Design code_capture, sky130hd; sources not shown.
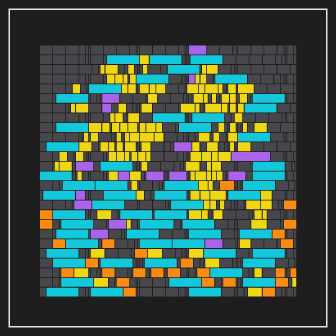
Fig. 1. Cells colored by class.
Fill, decap, tap and diode cells in gray.
Purple stands for clock drivers and dummy loads, cells 16, share of their area 7.5%. Orange stands for other buffers and delay cells, cells 26, share of their area 9.0%. Yellow stands for combinational and other logic, cells 135, share of their area 33%. Cyan stands for flops, cells 57, share of their area 51%.
post-route cell area: 2900 µm²
Seq area share: 0.493
final design utilization: 0.568
FP Rows: 26

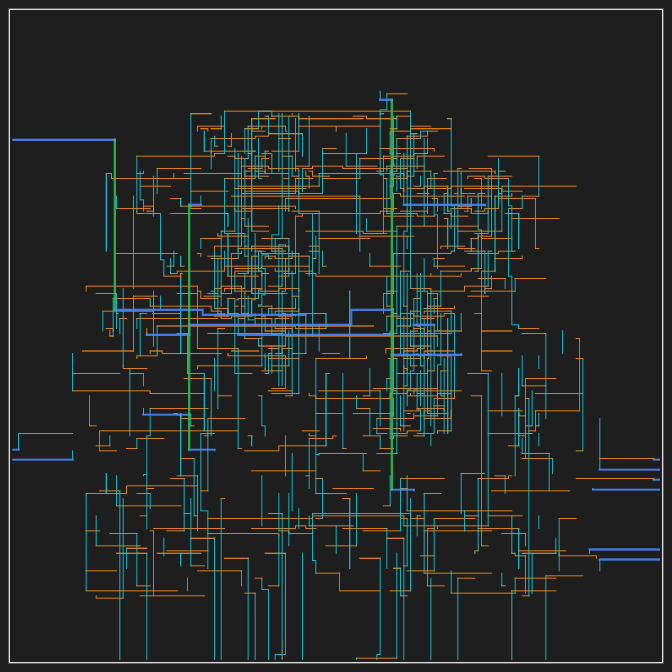
Fig. 2. Metal layers overlaid.
Blue stands for metal 3, wire length 184 µm. Green stands for metal 4, wire length 110 µm. Orange stands for metal 1, wire length 2,020 µm. Cyan stands for metal 2, wire length 2,330 µm.
DR WL/cell: 15.3 µm
Tot GR Track Use: 0.133

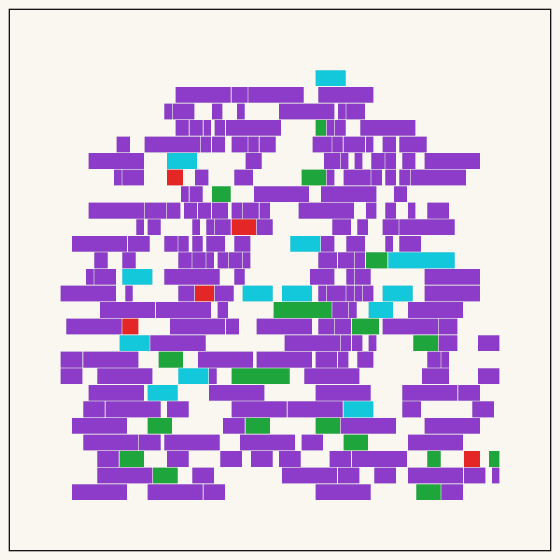
Fig. 3. Cell sizes after repair.
Green stands for _2 cells, cells 18. Red stands for _3 and _4 cells, cells 5. Cyan stands for _6 and larger, cells 13. Purple stands for _0 and _1 cells, cells 198.
fin worst setup slack: 2.94 ns
nonclk buf count: 26

==> results_dict.tcl <==
# collected from the flow reports
set metrics [dict create \
    post_cts_resized 0 \
    numCtsBuffers 9 \
    slew_headroom 0.539 \
    vdd_drop_max_uv 236 \
    ys_warn_count 0 \
    grt_pass1_vias 1694 \
    powerDensity_nw_per_um2 338 \
    outcome "finished clean" \
    crit_buf_inv 0 \
    yosys-stat-cells 201 \
    hold_buffers 0 \
    lay_top_cells "55 x dfrtp_1, 23 x clkdlybuf4s50_1, 18 x nand2_1, 11 x clkbuf_8, 10 x mux2_2" \
    yosysTopAreaCellShare 0.578 \
    fin_crit_ns 2.26 \
    boundaryPins 26 \
    max_stage_delay_ns 0.54 \
    top_cell "dfrtp_1" \
    rsz0062_at_grt "no" \
    synth.top_cells.by_count "55 x dfrtp_1, 18 x nand2_1, 10 x mux2_2" \
    path_depth 4 \
    syn-mean-instance-area_um2 11.8 \
    ys_types 47 \
    post_cts_buffers 0 \
    syn_area_um2 2380 \
    antenna_found_initial 0 \
    drc_errors 0 \
    drtIter0Drc 74 \
    reg2reg_slack_ns 2.94 \
    cts_buffer_depth 2 \
    crit_path_start_kind "flop" \
    worst_setup_path_end_kind "flop" \
    place_inst 287 \
    finalHoldViolCount 0 \
    final_nets 243 \
    hold_depth 0 \
    fp_util 0.466 \
    io_buffers 24 \
    post_dp_cell_area_um2 2680 \
    grt_pass1_wl_mm 7.89 \
    synthArstFlopShare 1.00 \
    total_power_mw 0.979 \
    h-tree-depth 3 \
    grt_max_degree 58 \
    chip_area_um2 7870 \
    warning_count 27 \
    synth_top_cell_by_area "dfrtp_1" \
]
==> where the power goes <==
group	internal, mW	switching [mW]
Sequential	0.462	0.0187
Combinational	0.0277	0.0401
Clock	0.253	0.178
Total	0.742	0.237
==> metal layers <==
layer	vias up	wire length, µm	global-route usage
li1	786	-	-
met1	865	2020	0.151
met2	25	2330	0.216
met3	10	183	0.0399
met4	0	109	0.0814
met5	-	0	0
==> final cells by class <==
cell class                      instances  area [µm²]
Multi-Input combinational cell        130         900
Clock buffer                           12         159
Sequential cell                        57        1430
Clock inverter                          4        51.3
Inverter                                5        18.8
Timing Repair Buffer                   26         254
Tap cell                               70        87.6
Fill cell                             446        2210
==> through the flow <==
step / setup WS [ns] / hold WS, ns
6_report: 2.94 / 0.345
5_1_grt: 2.80 / 0.356
4_1_cts: 2.93 / 0.347
3_5_place_dp: 2.95 / 0.336
3_3_place_gp: 2.99 / 0.332
2_1_floorplan: 3.05 / 0.331
==> cells by family (layout without fill, tap and decap cells) <==
| family | after synthesis | in the layout | synth area share |
|---|---|---|---|
| AND-OR/OR-AND | 32 | 32 | 0.0920 |
| AND/OR/NAND/NOR | 72 | 72 | 0.173 |
| flip-flops | 57 | 57 | 0.600 |
| multiplexers | 18 | 18 | 0.0809 |
| adder cells (fa/ha/maj) | 3 | 3 | 0.0158 |
| buffers and inverters | 14 | 47 | 0.0242 |
| other | 2 | 2 | 0.00315 |
| XOR/XNOR | 3 | 3 | 0.0110 |
No activity file was given, so power comes from the tool's default toggle rates.
